$ cat src/rtl/bin_to_bcd_seq.sv
// bin_to_bcd_seq: sequential binary-to-BCD converter (shift-add-3 / double dabble).
// Each conversion shifts one input bit per clock. A value that does not fit in
// DIGITS decimal digits raises ovf, and the result saturates to all 9s.
// Optional feature macro: BCD_BLANK_EN adds the blank[DIGITS-1:0] leading-zero mask.
//
// Handshakes: a transfer happens on a rising edge where valid && ready.
// in_ready is high only in IDLE. out_valid is high in DONE. While out_valid is
// high and out_ready is low, bcd, ovf and blank do not change. in_valid is
// ignored when the block is not in IDLE.
module bin_to_bcd_seq #(
    parameter int BIN_W  = 32,
    parameter int DIGITS = 10
) (
    input  logic                clk,
    input  logic                rst,
    input  logic                in_valid,
    output logic                in_ready,
    input  logic [BIN_W-1:0]    binary_in,
    output logic                out_valid,
    input  logic                out_ready,
    output logic [4*DIGITS-1:0] bcd,
    output logic                ovf,
    output logic                busy,
`ifdef BCD_BLANK_EN
    output logic [DIGITS-1:0]   blank,
`endif
    output logic [1:0]          dbg_state
);

    localparam int CNT_W = $clog2(BIN_W);

    typedef enum logic [1:0] {
        S_IDLE = 2'd0,
        S_CONV = 2'd1,
        S_DONE = 2'd2
    } state_t;

    state_t              state_q, state_d;
    logic [BIN_W-1:0]    shift_q, shift_d;
    logic [4*DIGITS-1:0] digits_q, digits_d;
    logic [CNT_W-1:0]    cnt_q, cnt_d;
    logic                ovf_acc_q, ovf_acc_d;
    logic [4*DIGITS-1:0] bcd_q, bcd_d;
    logic                ovf_q, ovf_d;

    logic [4*DIGITS-1:0] adjusted;
    logic [4*DIGITS-1:0] shifted_digits;
    logic                carry_out;
    logic                ovf_next;
    logic                finish;

    // Add 3 to every digit that is 5 or more, then shift the digit chain left
    // by one and bring in the next binary bit (MSB first).
    always_comb begin
        adjusted = digits_q;
        for (int i = 0; i < DIGITS; i++) begin
            if (digits_q[4*i +: 4] >= 4'd5) begin
                adjusted[4*i +: 4] = digits_q[4*i +: 4] + 4'd3;
            end
        end
        shifted_digits = {adjusted[4*DIGITS-2:0], shift_q[BIN_W-1]};
        carry_out      = adjusted[4*DIGITS-1];
    end

    assign ovf_next = ovf_acc_q | carry_out;
    assign finish   = (state_q == S_CONV) && (cnt_q == '0);

    // Next-state and datapath update: accept in IDLE, shift in CONV, hold in DONE.
    always_comb begin
        state_d   = state_q;
        shift_d   = shift_q;
        digits_d  = digits_q;
        cnt_d     = cnt_q;
        ovf_acc_d = ovf_acc_q;
        bcd_d     = bcd_q;
        ovf_d     = ovf_q;
        case (state_q)
            S_IDLE: begin
                if (in_valid) begin
                    shift_d   = binary_in;
                    digits_d  = '0;
                    ovf_acc_d = 1'b0;
                    cnt_d     = CNT_W'(BIN_W - 1);
                    state_d   = S_CONV;
                end
            end
            S_CONV: begin
                shift_d   = {shift_q[BIN_W-2:0], 1'b0};
                digits_d  = shifted_digits;
                ovf_acc_d = ovf_next;
                if (cnt_q == '0) begin
                    // The last shift also loads the result registers.
                    state_d = S_DONE;
                    ovf_d   = ovf_next;
                    bcd_d   = ovf_next ? {DIGITS{4'h9}} : shifted_digits;
                end else begin
                    cnt_d = cnt_q - CNT_W'(1);
                end
            end
            S_DONE: begin
                if (out_ready) begin
                    state_d = S_IDLE;
                end
            end
            default: begin
                state_d = S_IDLE;
            end
        endcase
    end

    // State and datapath registers; reset clears everything, including any conversion in progress.
    always_ff @(posedge clk or posedge rst) begin
        if (rst) begin
            state_q   <= S_IDLE;
            shift_q   <= '0;
            digits_q  <= '0;
            cnt_q     <= '0;
            ovf_acc_q <= 1'b0;
            bcd_q     <= '0;
            ovf_q     <= 1'b0;
        end else begin
            state_q   <= state_d;
            shift_q   <= shift_d;
            digits_q  <= digits_d;
            cnt_q     <= cnt_d;
            ovf_acc_q <= ovf_acc_d;
            bcd_q     <= bcd_d;
            ovf_q     <= ovf_d;
        end
    end

`ifdef BCD_BLANK_EN
    logic [DIGITS-1:0] blank_q, blank_d, blank_calc;
    logic              all_zero;

    // Leading-zero mask from the final digits. Digit 0 is never blanked, so a value of 0 still shows "0".
    always_comb begin
        blank_calc = '0;
        all_zero   = 1'b1;
        for (int i = DIGITS - 1; i >= 1; i--) begin
            all_zero      = all_zero & (shifted_digits[4*i +: 4] == 4'd0);
            blank_calc[i] = all_zero;
        end
    end

    // The blank register loads on the same edge as bcd. On overflow the mask is all 0.
    always_comb begin
        blank_d = blank_q;
        if (finish) begin
            blank_d = ovf_next ? '0 : blank_calc;
        end
    end

    // Blank register.
    always_ff @(posedge clk or posedge rst) begin
        if (rst) begin
            blank_q <= '0;
        end else begin
            blank_q <= blank_d;
        end
    end

    assign blank = blank_q;
`endif

    assign in_ready  = (state_q == S_IDLE);
    assign out_valid = (state_q == S_DONE);
    assign busy      = (state_q != S_IDLE);
    assign bcd       = bcd_q;
    assign ovf       = ovf_q;
    assign dbg_state = state_q;

endmodule
$ cat config.mk
export PLATFORM = sky130hd
export DESIGN_NAME = bin_to_bcd_seq
export DESIGN_NICKNAME = d
export VERILOG_FILES = /design/src/rtl/bin_to_bcd_seq.sv
export SDC_FILE = /design/constraint.sdc
export NUM_CORES = 1
export LEC_CHECK = 0
export CAP_MARGIN = 20
export CORE_UTILIZATION = 45
export CTS_CLUSTER_SIZE = 30
export DETAILED_ROUTE_END_ITERATION = 8
export PLACE_DENSITY = 0.71
export SLEW_MARGIN = 5
export SYNTH_ARGS = -nofsm -noshare
export SYNTH_HDL_FRONTEND = slang
export SYNTH_SLANG_ARGS = --single-unit
$ cat constraint.sdc
create_clock -name clk -period 5.7 [get_ports clk]
set_input_delay 1.14 -clock clk [delete_from_list [all_inputs] [get_ports clk]]
set_output_delay 1.14 -clock clk [all_outputs]
set_load 0.01 [all_outputs]
Figure 1. M1 wires (run 1).
The bar under the picture is 20 um long. Cells faint in the background.
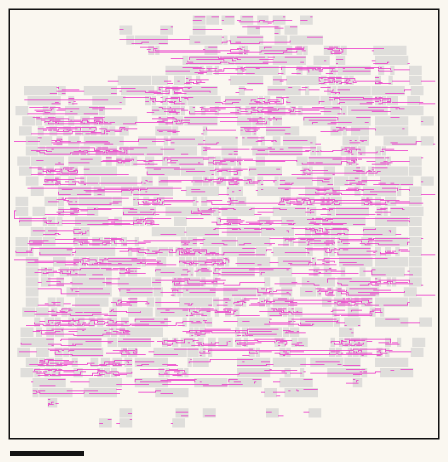
wire length on this layer	5,990 um
nets with wire on the layer	635
longest straight run	39.1 um
main direction	horizontal
met1 Resource Use GR: 0.2711
final wirelength: 13,200 um
vias: 4,615

Figure 2. M2 wires (run 1).
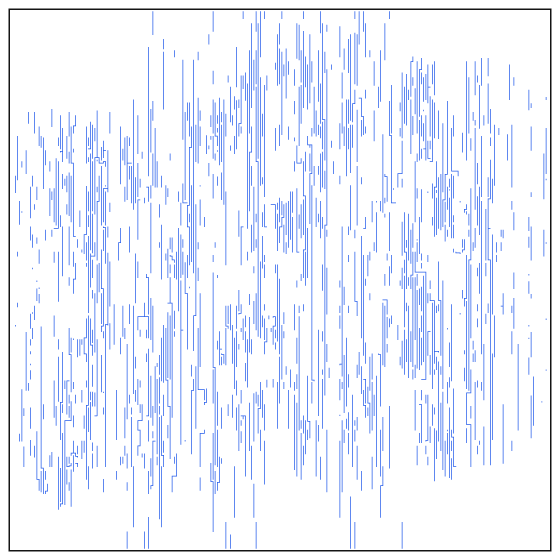
wire length on this layer	6,490 um
longest straight run	45.6 um
share of all routed wire	49%
nets with wire on the layer	594
main direction	vertical
GR Util met2: 0.3593

Figure 3. The metal 3 layer (run 1).
The bar under the picture is 20 um long.
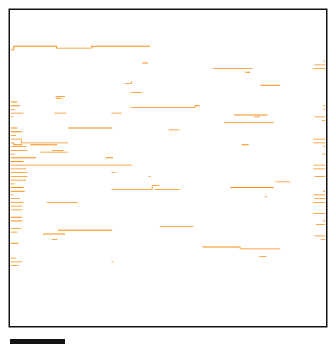
longest straight run	43.9 um
wire length on this layer	581 um
nets with wire on the layer	83
share of all routed wire	4.4%
met3 Use GR: 0.06328

Figure 4. Met4 routing (run 1).
The bar under the picture is 20 um long.
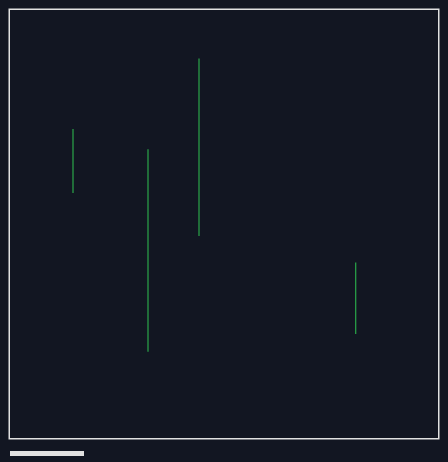
share of all routed wire	1.1%
nets with wire on the layer	3

==> out/qor.yml, run 1 <==
floorplan:
  fp_util: 0.4601
  die_h_um: 115.6
  fp.coreArea_mm2: 0.01262
  io_pins: 82
  die_area_mm2: 0.01336
  chipWidth_um: 115.6
  fp-row-count: 41
finish:
  final_cell_mix: "121 x dfrtp_1, 85 x o21ai_0, 81 x a21oi_1, 81 x clkdlybuf4s50_1, 57 x nand2_1"
  layout_top_cell: "dfrtp_1"
  fin_area_mm2: 0.007415
  fin_cells: 854
  layout.nets: 726
  drive_above_1_share: 0.08211
  area_growth_pct: 27.69
  n_antenna_cell: 0
  fin_util: 0.5875
clocking:
  cts_buffer_depth: 2
  clock-sinks: 121
  cts_setup_buffers: 0
  h-tree-depth: 4
  cts-resized-gates: 0
  cts-buffers-inserted: 17
  clkLatencyLatePin_ps: 410
  cts_tree: "yes"
  cts_root_buf: "clkbuf_16"
  clk_pin_slew_ps: 50
  postCtsHoldBufs: 0
worst_setup_path:
  required_ps: 4560
  worstPathArrival_ps: 2040
  slowest_stage: "dfrtp_1"
  path_buffers: 3
  cp-end-kind: "output pin"
  slowest_delay_ps: 570
  path_class: "reg2out"
  startpoint_type: "flip-flop"
  cpLargestDelayFamily: "buffers and inverters"
route:
  met1_length_um: 5994
  wl_met3_um: 581
  wl_per_cell_um: 15.45
  top_layer: "met4"
  drc: 0
  dr.first_iter.drc_count: 300
  viasPerCell: 5.404
  antenna_left: 0
  route.met2.wl_um: 6485
run:
  tool_warnings: 36
  cap_violations: 0
power_and_ir_drop:
  vdd_ir_drop_max_mv: 0.3140
  clock_net_power_w: 0.00111
  p_switching_w: 0.001462
  p_leak_nw: 3.169
  seq_power_share: 0.356
  pg_comb_w: 0.00154
  power_w: 0.004113
  p_comb_frac: 0.375
  power_frac_clock: 0.269
  power.group.top: "combinational logic"
  seq-power_w: 0.00146
  intPower_w: 0.002650
  swShare: 0.3556
  powerDensity_mw_per_mm2: 554.7
synth:
  ys_seq_elements: 121
  mux_share: 0.02112
  netlist_area_mm2: 0.005807
  yosys-stat-area_mm2: 0.005807
  ys_cells: 595
  ys.flop_type: "dfrtp_1"
  ys_top_cells_by_count: "121 x dfrtp_1, 85 x o21ai_0, 81 x a21oi_1"
  ys_sh_simple: 0.1385
  synth-edff-count: 0
  adder_share: 0.04525
  top_cells_by_area: "dfrtp_1 52%, o21ai_0 7.3%, a21oi_1 7.0%"
  syn_avg_cell_area_um2: 9.759
  synth-async-reset-ratio: 1.000
  yosysTopAreaCellShare: 0.5214
  top_area_cell: "dfrtp_1"
  top_cell: "dfrtp_1"
  ys_types: 37
  top_logic_kind: "AND-OR/OR-AND gates"
  aoi_share: 0.2153
  yosysWarningCount: 0
  synthCells: 595
  yosys.area_share.xor_xnor: 0.01508
  fp_nets: 652
  ys_seq_frac: 0.5214
sta:
  hold_violations: 0
  slew-limit-headroom: 0.2512
  max_freq_mhz: 314.6
  rsz0062_at_grt: "false"
  tightest_slew_ps: 1123
  finalCriticalPeriod_ps: 3178
  fin_ws_ps: 2522
  skew_ps: 10.01
  worst_hold_slack_ps: 477.5
  tns_ps: 0
  setup_violations: 0
  finalMaxSlewViolations: 0
  finalCritPeriodShare: 0.5576
placed_design:
  portBuffers: 81
  pre_cts_slack_ps: 2628
  gp_congestion: 0.7872
  post-place-cells: 820
  place_area_mm2: 0.006744
  dp_hpwl_um: 8331
grt:
  grtUsageTotal: 0.2153
  grt_max_degree: 85
  antenna_found_initial: 0
  grt_pass1_wl_um: 22000
  grt-ovfl-total: 0
  top_usage_layer: "met2"
  grt_pass1_vias: 4585
worst_hold_path:
  hp-class: "reg2reg"
run_status:
  run_status: "completed"
## run 1: worst paths after layout
kind / cells after the start / from / to / slack, ps
worst min-delay path: 2 / bcd[26] / bcd[26] / 480
worst max register to register: 6 / cnt_q[0] / ovf / 2660
max in group asynchronous: 4 / rst / bcd[28] / 3570
min in group asynchronous: 2 / rst / bcd[6] / 1000
worst max-delay path: 4 / dbg_state[1] / out_valid / 2520
worst min register to register: 2 / bcd[26] / bcd[26] / 480
## run 1: cell type report
type / count / area, um^2
Tap cell: 172 / 215.2
Clock inverter: 11 / 145.1
Inverter: 25 / 96.34
Fill cell: 1113 / 5205
Multi-Input combinational cell: 414 / 2541
Timing Repair Buffer: 90 / 918.4
Clock buffer: 21 / 470.5
Sequential cell: 121 / 3028
==> run 1 -> run 2 <==
Settings changed: PLACE_DENSITY 0.71 to 0.73.
Clock period 5.7 ns to 2.58 ns, I/O delays scaled along.
Figure 5. M1 wires (run 2).
The bar under the picture is 20 um long. Cells faint in the background.
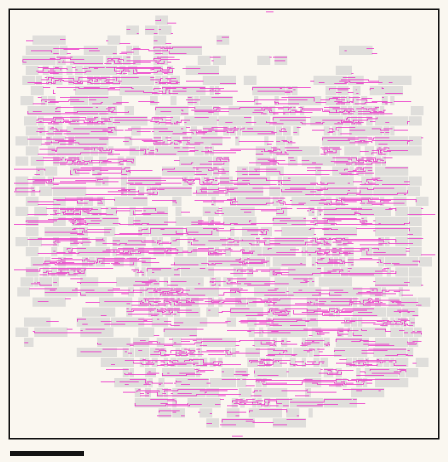
longest straight run	35.4 um
wire length on this layer	6,300 um
main direction	horizontal
nets with wire on the layer	643
share of all routed wire	47%
final wirelength: 13,460 um
met1 Resource Use GR: 0.2817
vias: 4,717

Figure 6. The metal 3 layer (run 2).
The bar under the picture is 20 um long.
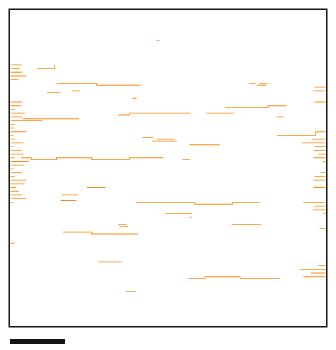
nets with wire on the layer	77
wire length on this layer	613 um
met3 Use GR: 0.06172

Figure 7. M2 wires (run 2).
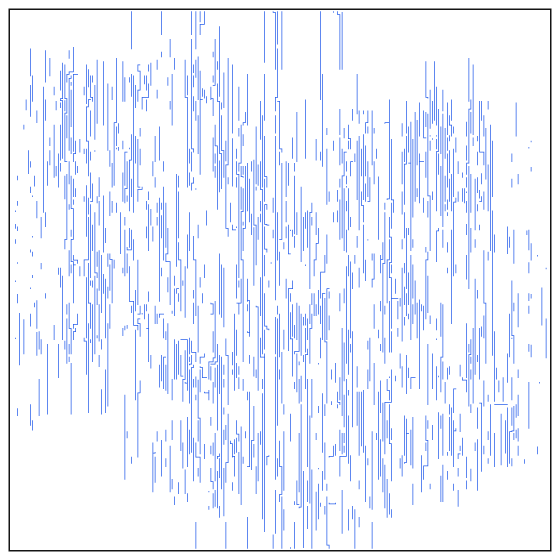
wire length on this layer	6,410 um
nets with wire on the layer	607
main direction	vertical
share of all routed wire	48%
GR Util met2: 0.3565

==> run 2 against run 1 <==
Net effect: die area stayed put; sequential power rose by 120%; worst hold slack gained 7.9 ps; combinational power increased by 120%; synthesized area is the same; critical path depth unchanged; clock-buffer cell count up 3; global-route usage is 0.17 points higher; synthesized cell count is the same; largest cell class unchanged.
==> out/qor.yml, run 2 <==
route:
  wl_per_cell_um: 15.63
  antenna_left: 0
  top_layer: "met4"
  wl_met3_um: 612
  dr.first_iter.drc_count: 399
  drc: 0
  route.met2.wl_um: 6411
  met1_length_um: 6304
  viasPerCell: 5.479
synth:
  top_area_cell: "dfrtp_1"
  yosysWarningCount: 0
  mux_share: 0.02112
  ys_cells: 595
  synth-async-reset-ratio: 1.000
  ys_top_cells_by_count: "121 x dfrtp_1, 85 x o21ai_0, 81 x a21oi_1"
  fp_nets: 652
  ys_sh_simple: 0.1385
  netlist_area_mm2: 0.005807
  top_cell: "dfrtp_1"
  synthCells: 595
  yosys-stat-area_mm2: 0.005807
  adder_share: 0.04525
  ys_seq_frac: 0.5214
  top_cells_by_area: "dfrtp_1 52%, o21ai_0 7.3%, a21oi_1 7.0%"
  yosysTopAreaCellShare: 0.5214
  yosys.area_share.xor_xnor: 0.01508
  syn_avg_cell_area_um2: 9.759
  ys_seq_elements: 121
  synth-edff-count: 0
  top_logic_kind: "AND-OR/OR-AND gates"
  ys.flop_type: "dfrtp_1"
  ys_types: 37
sta:
  hold_violations: 0
  finalCritPeriodShare: 0.8941
  finalMaxSlewViolations: 0
  finalCriticalPeriod_ps: 2307
  tightest_slew_ps: 637.5
  rsz0062_at_grt: "false"
  setup_violations: 0
  slew-limit-headroom: 0.5750
  skew_ps: 6.107
  tns_ps: 0
  max_freq_mhz: 433.5
finish:
  final_cell_mix: "121 x dfrtp_1, 85 x o21ai_0, 81 x a21oi_1, 81 x clkdlybuf4s50_1, 57 x nand2_1"
  area_growth_pct: 28.59
  layout.nets: 733
  drive_above_1_share: 0.08999
  fin_cells: 861
  layout_top_cell: "dfrtp_1"
  fin_area_mm2: 0.007467
  n_antenna_cell: 0
power_and_ir_drop:
  clock_net_power_w: 0.00245
  swShare: 0.3532
  pg_comb_w: 0.00345
  seq_power_share: 0.355
  vdd_ir_drop_max_mv: 0.5234
  p_leak_nw: 3.208
  p_comb_frac: 0.378
  power_w: 0.009150
  power_frac_clock: 0.267
  seq-power_w: 0.00325
  power.group.top: "combinational logic"
  p_switching_w: 0.003232
  powerDensity_mw_per_mm2: 1225
worst_hold_path:
  worstHoldStart: "shift_q[28]"
  hp-class: "reg2reg"
  min_to: "shift_q[28]"
  hold_depth: 2
floorplan:
  io_pins: 82
  fp.coreArea_mm2: 0.01262
  die_h_um: 115.6
  die_area_mm2: 0.01336
  fp-row-count: 41
  fp_util: 0.4601
  chipWidth_um: 115.6
worst_setup_path:
  endpoint: "out_valid"
  worstPathArrival_ps: 1790
  startpoint_type: "flip-flop"
  reg2reg_slack_ps: 380
  cpLargestDelayFamily: "buffers and inverters"
  required_ps: 2060
  slowest_stage: "clkdlybuf4s50_1"
  cp-end-kind: "output pin"
  path_buffers: 3
  path_class: "reg2out"
  r2r-start: "cnt_q[0]"
  slowest_delay_ps: 520
  rr_worst_depth: 7
  rr_endpoint: "bcd[0]"
  cp.depth: 4
  crit_path_start: "dbg_state[0]"
run:
  tool_warnings: 38
  cap_violations: 0
placed_design:
  gp_congestion: 0.8412
  dp_hpwl_um: 8835
  place_area_mm2: 0.006850
  post-place-cells: 829
  portBuffers: 81
clocking:
  clk_pin_slew_ps: 50
  clkLatencyLatePin_ps: 410
  cts_buffer_depth: 2
  cts-resized-gates: 0
  cts_tree: "yes"
  postCtsHoldBufs: 0
  cts_setup_buffers: 0
  clock-sinks: 121
  h-tree-depth: 4
grt:
  top_usage_layer: "met2"
  antenna_found_initial: 0
  grt_pass1_wl_um: 22220
  grt_max_degree: 122
  grt_pass1_vias: 4633
  grtUsageTotal: 0.2170
  grt-ovfl-total: 0
run_status:
  run_status: "completed"
[run 2: cell counts after synthesis]
No cell type changed its count.
[run 2: metrics by stage]
| stage | hold slack (ps) | utilization | setup slack (ps) |
|---|---|---|---|
| 2_1_floorplan | 449.2 | - | 580.7 |
| 3_3_place_gp | 464.9 | 0.5428 | 486.8 |
| 3_5_place_dp | 473.9 | 0.5428 | 377.8 |
| 4_1_cts | 486.0 | 0.5917 | 268.4 |
| 5_1_grt | 506.2 | 0.5917 | 212.4 |
| 6_report | 485.5 | 0.5917 | 273.2 |
[run 2: layout make-up]
type | count | area (um^2)
timing repair buffer | 97 | 968.4
multi-input combinational | 414 | 2541
fill | 1085 | 5152
clock buffer | 24 | 501.7
tap | 172 | 215.2
inverter | 25 | 97.59
clock inverter | 8 | 115.1
sequential | 121 | 3028
==> run 2 -> run 3 <==
Settings changed: PLACE_DENSITY 0.73 to 0.71.
Clock period 2.58 ns to 2.4 ns, I/O delays scaled along.
Figure 8. M2 wires (run 3).
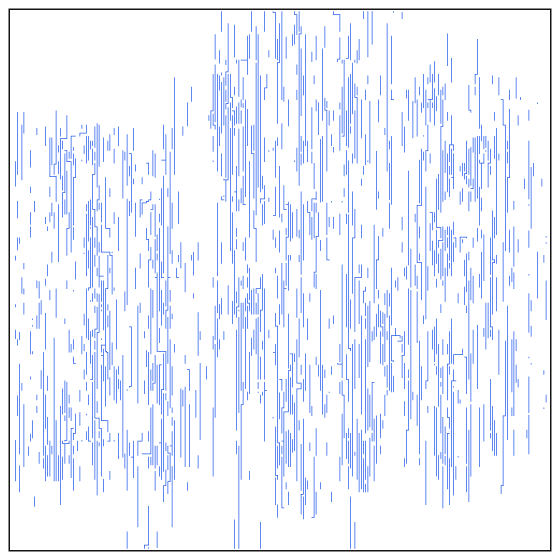
nets with wire on the layer	616
share of all routed wire	48%
main direction	vertical
final wirelength: 13,440 um
vias: 4,768
GR Util met2: 0.3509

Figure 9. Met4 routing (run 3).
The bar under the picture is 20 um long.
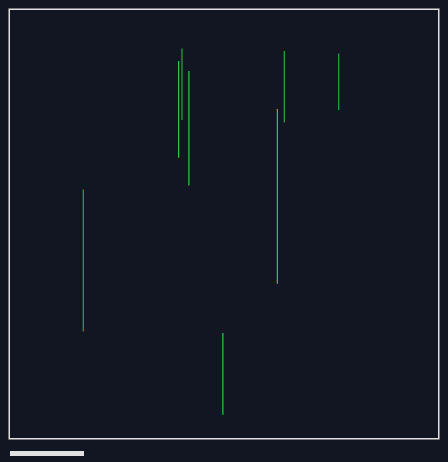
share of all routed wire	1.6%
longest straight run	46.9 um
wire length on this layer	216 um
main direction	vertical

Figure 10. The metal 3 layer (run 3).
The bar under the picture is 20 um long.
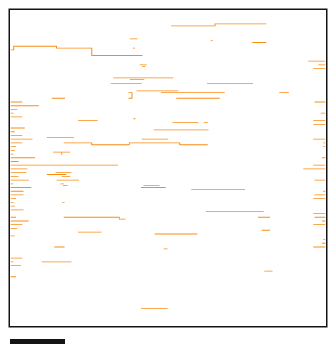
share of all routed wire	5.5%
wire length on this layer	734 um
main direction	horizontal
longest straight run	38.9 um
met3 Use GR: 0.05439

==> run 3 against run 2 <==
Net effect: final cell count rose by 0.35%; highest routed layer unchanged; largest power group unchanged; via count rose by 1.1%; utilization rose by 0.26 points; worst setup slack got worse by 86 ps.
==> out/qor.yml, run 3 <==
floorplan:
  die_h_um: 115.6
  fp.coreArea_mm2: 0.01262
  io_pins: 82
  fp-row-count: 41
synth:
  top_area_cell: "dfrtp_1"
  fp_nets: 652
  netlist_area_mm2: 0.005807
  yosysTopAreaCellShare: 0.5214
  top_cells_by_area: "dfrtp_1 52%, o21ai_0 7.3%, a21oi_1 7.0%"
  ys_seq_elements: 121
  top_logic_kind: "AND-OR/OR-AND gates"
  synthCells: 595
  ys_cells: 595
  yosys.area_share.xor_xnor: 0.01508
  synth-async-reset-ratio: 1.000
  top_cell: "dfrtp_1"
  ys_top_cells_by_count: "121 x dfrtp_1, 85 x o21ai_0, 81 x a21oi_1"
  synth-edff-count: 0
  aoi_share: 0.2153
  ys_types: 37
  ys_seq_frac: 0.5214
  mux_share: 0.02112
  yosys-stat-area_mm2: 0.005807
finish:
  layout.nets: 736
  fin_util: 0.5943
  area_growth_pct: 29.15
  drive_above_1_share: 0.09682
  final_cell_mix: "121 x dfrtp_1, 85 x o21ai_0, 81 x a21oi_1, 81 x clkdlybuf4s50_1, 57 x nand2_1"
  fin_area_mm2: 0.007500
  layout_top_cell: "dfrtp_1"
  n_antenna_cell: 0
  fin_cells: 864
clocking:
  cts-buffers-inserted: 17
  cts-resized-gates: 0
  cts_setup_buffers: 0
  clkLatencyLatePin_ps: 420
  cts_tree: "yes"
  h-tree-depth: 4
  postCtsHoldBufs: 0
  clock-sinks: 121
power_and_ir_drop:
  seq-power_w: 0.00349
  clock_net_power_w: 0.00269
  swShare: 0.3574
  power_frac_clock: 0.272
  p_switching_w: 0.003525
  vdd_ir_drop_max_mv: 0.5825
  p_comb_frac: 0.374
  intPower_w: 0.006337
route:
  drc: 0
  met1_length_um: 5994
  route.met2.wl_um: 6492
  dr.first_iter.drc_count: 358
  viasPerCell: 5.519
  wl_met3_um: 734
  top_layer: "met4"
  wl_per_cell_um: 15.55
  antenna_left: 0
run_status:
  run_status: "completed"
sta:
  finalCritPeriodShare: 0.9220
  finalCriticalPeriod_ps: 2213
  tns_ps: 0
  slew-limit-headroom: 0.5690
  tightest_slew_ps: 646.5
  rsz0062_at_grt: "false"
  finalMaxSlewViolations: 0
worst_setup_path:
  required_ps: 1920
  worstPathArrival_ps: 1730
  path_class: "reg2out"
  startpoint_type: "flip-flop"
  cp-end-kind: "output pin"
  cpLargestDelayFamily: "buffers and inverters"
grt:
  antenna_found_initial: 0
  grt_pass1_vias: 4628
  grt_max_degree: 122
  grt_pass1_wl_um: 22630
  grt-ovfl-total: 0
  grtUsageTotal: 0.2197
  top_usage_layer: "met2"
run:
  tool_warnings: 38
  cap_violations: 0
placed_design:
  dp_hpwl_um: 8900
  portBuffers: 81
  pre_cts_slack_ps: 367.3
worst_hold_path:
  hp-class: "reg2reg"
run 3: cell counts after synthesis:
Identical to the previous run, type by type.
run 3: area by class of cell:
type                            count  area, um^2
Sequential cell                   121        3028
Fill cell                        1111        5120
Inverter                           25       97.59
Tap cell                          172       215.2
Clock inverter                     15       201.4
Timing Repair Buffer              100       991.0
Multi-Input combinational cell    414        2541
Clock buffer                       17       425.4
run 3: path summary, 6_finish.rpt:
kind                       depth (start not counted)         start          end  slack (ps)
hold reg to reg                                    2   shift_q[30]  shift_q[30]         480
setup / recovery                                   2  dbg_state[0]     in_ready         190
max in group asynchronous                          3           rst      bcd[15]        1330
hold / removal                                     2   shift_q[30]  shift_q[30]         480
min in group asynchronous                          3           rst  shift_q[18]         580
setup reg to reg                                   7      cnt_q[0]      bcd[21]         350
Power figures rest on the tool's default switching activity, not on a simulated workload.
